===== src/rtl/tick_pkg.sv =====
// tick_pkg: shared defaults and types for the tick scheduler.
//   CLOCK_FREQUENCY_DEF / NUM_CH_DEF / PERIOD_W_DEF : default parameter values
//   ch_idx_t : channel index at the default channel count
//   ch_cfg_t : channel configuration {period, enable} at the default period width
//   idx_w()  : counter width for a modulus, never below one bit
package tick_pkg;
    localparam int CLOCK_FREQUENCY_DEF = 500;
    localparam int NUM_CH_DEF = 4;
    localparam int PERIOD_W_DEF = 8;
    typedef logic [$clog2(NUM_CH_DEF)-1:0] ch_idx_t;
    typedef struct packed {
        logic [PERIOD_W_DEF-1:0] period;
        logic                    enable;
    } ch_cfg_t;
    function automatic int idx_w(input int n);
        return n > 1 ? $clog2(n) : 1;
    endfunction
endpackage


===== src/rtl/rr_arbiter.sv =====
// rr_arbiter: combinational round-robin pick over a pending vector.
//   pending : request bits, one per channel
//   ptr     : highest-priority channel for this pick
//   grant   : first pending channel at or after ptr (wrapping); 0 when none
//   any     : at least one request pending
module rr_arbiter #(
    parameter int NUM_CH = 4
) (
    input  logic [NUM_CH-1:0]         pending,
    input  logic [$clog2(NUM_CH)-1:0] ptr,
    output logic [$clog2(NUM_CH)-1:0] grant,
    output logic                      any
);
    localparam int IW = $clog2(NUM_CH);
    // Scan from the farthest offset down so the closest pending channel to ptr is written last.
    always_comb begin
        grant = '0;
        any = 1'b0;
        for (int i = NUM_CH - 1; i >= 0; i--) begin
            if (pending[(int'(ptr) + i) % NUM_CH]) begin
                grant = IW'((int'(ptr) + i) % NUM_CH);
                any = 1'b1;
            end
        end
    end
endmodule


===== src/rtl/tick_scheduler.sv =====
// tick_scheduler: shared prescaler feeding per-channel periodic counters, events delivered round-robin.
//   ClockIn/ResetN : clock, asynchronous active-low reset
//   Run            : advance prescaler and channel counters
//   CfgWrite/CfgChannel/CfgPeriod/CfgEnable : per-channel configuration strobe
//   EventReady     : consumer accepts the presented event
//   ClearOverrun   : per-channel clear of sticky overrun bits
//   BaseTick       : one-cycle pulse per base tick
//   EventValid/EventChannel : registered event port
//   Overrun        : sticky, channel fired while its previous event was still pending
module tick_scheduler
    import tick_pkg::*;
#(
    parameter int CLOCK_FREQUENCY = CLOCK_FREQUENCY_DEF,
    parameter int NUM_CH = NUM_CH_DEF,
    parameter int PERIOD_W = PERIOD_W_DEF
) (
    input  logic                      ClockIn,
    input  logic                      ResetN,
    input  logic                      Run,
    input  logic                      CfgWrite,
    input  logic [$clog2(NUM_CH)-1:0] CfgChannel,
    input  logic [PERIOD_W-1:0]       CfgPeriod,
    input  logic                      CfgEnable,
    input  logic                      EventReady,
    input  logic [NUM_CH-1:0]         ClearOverrun,
    output logic                      BaseTick,
    output logic                      EventValid,
    output logic [$clog2(NUM_CH)-1:0] EventChannel,
    output logic [NUM_CH-1:0]         Overrun
);
    localparam int IW = $clog2(NUM_CH);
    localparam int PW = idx_w(CLOCK_FREQUENCY);
    localparam logic [PW-1:0] PS_LOAD = PW'(CLOCK_FREQUENCY - 1);
    typedef logic [IW-1:0] idx_t;
    typedef struct packed {
        logic [PERIOD_W-1:0] period;
        logic                enable;
    } cfg_t;

    logic [PW-1:0]     presc_q, presc_d;
    logic              base_tick;
    logic [NUM_CH-1:0] fire;
    logic [NUM_CH-1:0] pending_q, pending_d;
    logic [NUM_CH-1:0] overrun_q, overrun_d;
    logic [NUM_CH-1:0] acc_mask, arb_pend;
    idx_t              ptr_q, ptr_d, chan_q, chan_d, arb_grant;
    logic              valid_q, valid_d, accept, hold, arb_any;

    assign base_tick = Run && presc_q == '0;

    always_comb begin
        presc_d = base_tick ? PS_LOAD : Run ? presc_q - PW'(1) : presc_q;
    end

    // Channel counters: a write reloads the counter and suppresses a coincident fire.
    for (genvar c = 0; c < NUM_CH; c++) begin : g_ch
        cfg_t                cfg_q, cfg_d;
        logic [PERIOD_W-1:0] cnt_q, cnt_d, p_new;
        logic                wr, fire_c;
        always_comb begin
            wr = CfgWrite && CfgChannel == idx_t'(c);
            p_new = CfgPeriod == '0 ? PERIOD_W'(1) : CfgPeriod;
            fire_c = !wr && base_tick && cfg_q.enable && cnt_q == '0;
            cfg_d = wr ? {p_new, CfgEnable} : cfg_q;
            cnt_d = wr ? p_new - PERIOD_W'(1)
                  : fire_c ? cfg_q.period - PERIOD_W'(1)
                  : (base_tick && cfg_q.enable) ? cnt_q - PERIOD_W'(1)
                  : cnt_q;
        end
        assign fire[c] = fire_c;
        always_ff @(posedge ClockIn or negedge ResetN) begin
            if (!ResetN) begin
                cfg_q <= {PERIOD_W'(1), 1'b0};
                cnt_q <= '0;
            end else begin
                cfg_q <= cfg_d;
                cnt_q <= cnt_d;
            end
        end
    end

    // The accepted channel is removed before arbitration so the next event can go out on the acceptance edge.
    always_comb begin
        accept = valid_q && EventReady;
        hold = valid_q && !EventReady;
        acc_mask = accept ? NUM_CH'(1) << chan_q : '0;
        arb_pend = pending_q & ~acc_mask;
        ptr_d = accept ? (chan_q == idx_t'(NUM_CH - 1) ? '0 : chan_q + idx_t'(1)) : ptr_q;
    end

    rr_arbiter #(.NUM_CH(NUM_CH)) u_arb (
        .pending (arb_pend),
        .ptr     (ptr_d),
        .grant   (arb_grant),
        .any     (arb_any)
    );

    // A fresh fire on a still-pending channel folds into the existing flag and flags overrun instead.
    always_comb begin
        pending_d = arb_pend | fire;
        overrun_d = (overrun_q & ~ClearOverrun) | (fire & arb_pend);
        valid_d = hold || arb_any;
        chan_d = hold ? chan_q : arb_grant;
    end

    always_ff @(posedge ClockIn or negedge ResetN) begin
        if (!ResetN) begin
            presc_q   <= PS_LOAD;
            pending_q <= '0;
            overrun_q <= '0;
            ptr_q     <= '0;
            valid_q   <= 1'b0;
            chan_q    <= '0;
        end else begin
            presc_q   <= presc_d;
            pending_q <= pending_d;
            overrun_q <= overrun_d;
            ptr_q     <= ptr_d;
            valid_q   <= valid_d;
            chan_q    <= chan_d;
        end
    end

    assign BaseTick = base_tick;
    assign EventValid = valid_q;
    assign EventChannel = chan_q;
    assign Overrun = overrun_q;
endmodule

===== config.mk =====
export PLATFORM = sky130hd
export DESIGN_NAME = tick_scheduler
export DESIGN_NICKNAME = d
export VERILOG_FILES = /design/src/rtl/tick_pkg.sv /design/src/rtl/rr_arbiter.sv /design/src/rtl/tick_scheduler.sv
export SDC_FILE = /design/constraint.sdc
export NUM_CORES = 1
export LEC_CHECK = 0
export ABC_AREA = 1
export CAP_MARGIN = 20
export CORE_UTILIZATION = 50
export DETAILED_ROUTE_END_ITERATION = 16
export PLACE_DENSITY = 0.72
export SLEW_MARGIN = 10
export SYNTH_ARGS = -nofsm -noshare
export SYNTH_HDL_FRONTEND = slang
export SYNTH_SLANG_ARGS = --single-unit

===== constraint.sdc =====
create_clock -name ClockIn -period 2.3 [get_ports ClockIn]
set_input_delay 0.575 -clock ClockIn [delete_from_list [all_inputs] [get_ports ClockIn]]
set_output_delay 0.575 -clock ClockIn [all_outputs]
set_load 0.02 [all_outputs]

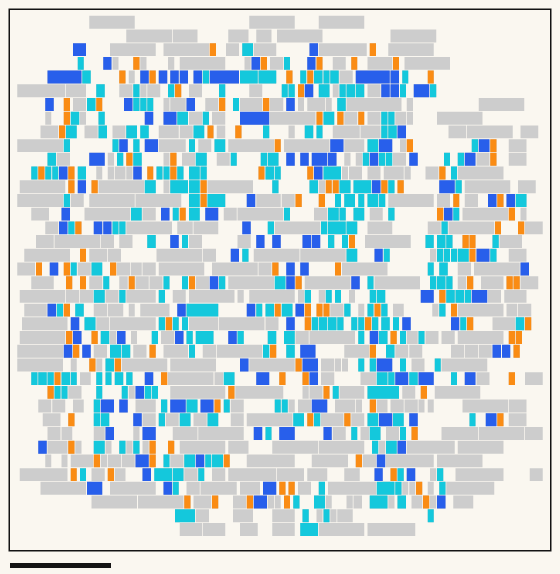
**Above:** selected gate families.
The bar under the picture is 20 microns long.
NAND gates -> cyan  # cells 272, most used nand2_1, where spread over the die
inverting AOI/OAI gates -> blue  # cells 128, most used o21ai_0, where spread over the die
inverters -> orange  # cells 134, most used inv_1, where spread over the die
Layout Cells excl Fill: 1037
dominant logic cell type in the layout: nand2_1
Comb/total area: 0.400

==> flow_metrics.env <==
# source this file to load flow results
export IMPL_period_minus_slack_ps=2180
export IMPL_clock_path_buffers=2
export IMPL_p_per_area_nw_per_um2=797
export IMPL_hp_class="input port to asynchronous set/reset pin"
export IMPL_flop_count=90
export IMPL_synth_flops=90
export IMPL_hold_buffers=0
export IMPL_syn_area_sq_um=5530
export IMPL_slowest_delay_ps=460
export IMPL_crit_fanout=8
export IMPL_core_area_sq_um=10800
export IMPL_status="finished clean"
export IMPL_tool_warnings=31
export IMPL_crit_chain="nor2_4, nand3_2, nor2_4, buf_12, nand3_2, o21bai_4, inv_2, ha_2, inv_1, nor2_4, o31ai_1, o21ai_1"
export IMPL_setup_violations=0
export IMPL_globalRouteOverflowTotal=0
export IMPL_r2r_slack_ps=120
export IMPL_simple_gate_share=0.309
export IMPL_crit_path_end_kind="register"
export IMPL_power_leakage_nw=3.73
export IMPL_async_flop_share=1.00
export IMPL_yosys_stat_cells=756
export IMPL_comb_cells=520
export IMPL_avgSynthCellArea_sq_um=7.31
export IMPL_cts_tree="done"
export IMPL_vias_per_cell=5.38
export IMPL_syn_inst=756
export IMPL_top_area_frac=0.358
export IMPL_slew_viol_final=0
export IMPL_clk_latency_ps=380
export IMPL_post_cts_buffers=0
export IMPL_wire_per_inst_microns=14.9
export IMPL_ir_drop_uv=516
export IMPL_initCoreUtil=0.512
export IMPL_area_growth_pct=30.0
export IMPL_htreeDepth=3
export IMPL_taps=140
export IMPL_routed_top_layer="met4"
export IMPL_synthTopLogicFamily="simple AND/OR/NAND/NOR gates"
export IMPL_antenna_found_initial=0
export IMPL_mi_logic_area_sq_um=2880
export IMPL_buffer_area_frac=0.160
export IMPL_final_design_area_no_fill_sq_um=7190
export IMPL_first_global_vias=5397
export IMPL_wl_microns=15400
export IMPL_syn_nets=787
export IMPL_r2r_cells=12
export IMPL_yosys_warnings=0
export IMPL_synth_chip_area_sq_um=5530
export IMPL_startpoint_type="register"
export IMPL_xor_share=0.00951
export IMPL_edf_count=0
export IMPL_yosysMostFrequentCell="nand2_1"
export IMPL_final_clk_cell_share=0.0303
export IMPL_placedCellCount=1019
export IMPL_cts_resized=15
export IMPL_cp_startpoint="presc_q[2]$_DFFE_PN0P_"
export IMPL_routed_wl_met3_microns=893
export IMPL_yosys_mux_area_fraction=0
export IMPL_wl_met2_microns=7380
export IMPL_r2r_end="g_ch[1].cnt_q[2]$_DFFE_PN0P_"
export IMPL_yosysSeqAreaShare=0.410
export IMPL_fill_cells=888
export IMPL_dr_first_iter_drc_count=320
export IMPL_endpoint="g_ch[1].cnt_q[2]$_DFFE_PN0P_"
export IMPL_yosys_area_top_type="dfrtp_1"
export IMPL_grt_pass1_wl_microns=25300
export IMPL_largest_register_ffs=36
export IMPL_max_freq_ghz=0.458
export IMPL_rsz0062_at_grt="yes"
export IMPL_detail_route_antenna_nets=0
export IMPL_die_x_microns=107
export IMPL_ys_sh_aoi=0.145
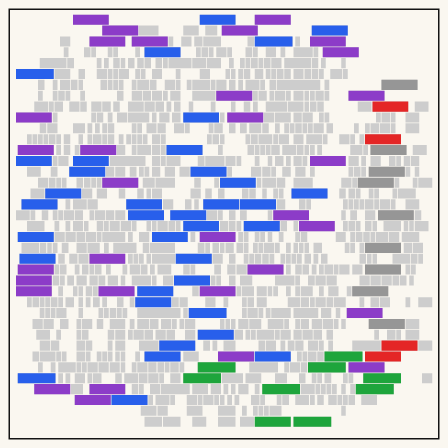
**Above:** register map, names as in the netlist.
`Overrun` -> red  # sequential cells 4
`presc_q` -> green  # sequential cells 9
`g_ch.cfg_q` -> blue  # sequential cells 36
`g_ch.cnt_q` -> purple  # sequential cells 32, where spread over the die
not coloured = 9
P_seq: 2.26 mW
Seq area share: 0.315
FF/Latch Area: 2270 sq um
Core Util, Final: 0.666

[critical path, delay by kind of cell (launching register included)]
family | cells | cell delay [ps]
simple gates | 5 | 610
compound gates | 3 | 530
flops | 1 | 460
buf+inv | 3 | 290
fa+ha+maj | 1 | 170
[worst min path at each step]
stage / slack, ps / endpoint
final: 180 / Overrun[2]$_DFF_PN0_
after global routing: 220 / Overrun[3]$_DFF_PN0_
after CTS: 200 / Overrun[2]$_DFF_PN0_
after detailed placement: 470 / g_ch[0].cfg_q[7]$_DFFE_PN0P_
after global placement: 460 / g_ch[2].cfg_q[1]$_DFFE_PN1P_
after floorplan: 280 / EventChannel[0]$_DFFE_PN0N_
[where the power goes]
group	internal [mW]	leakage, nW	switching, mW
logic	0.939	2.54	1.31
clock network	0.616	0.107	0.598
registers	1.99	1.08	0.275
total	3.54	3.73	2.19
Power is estimated from default activity; no workload was simulated.
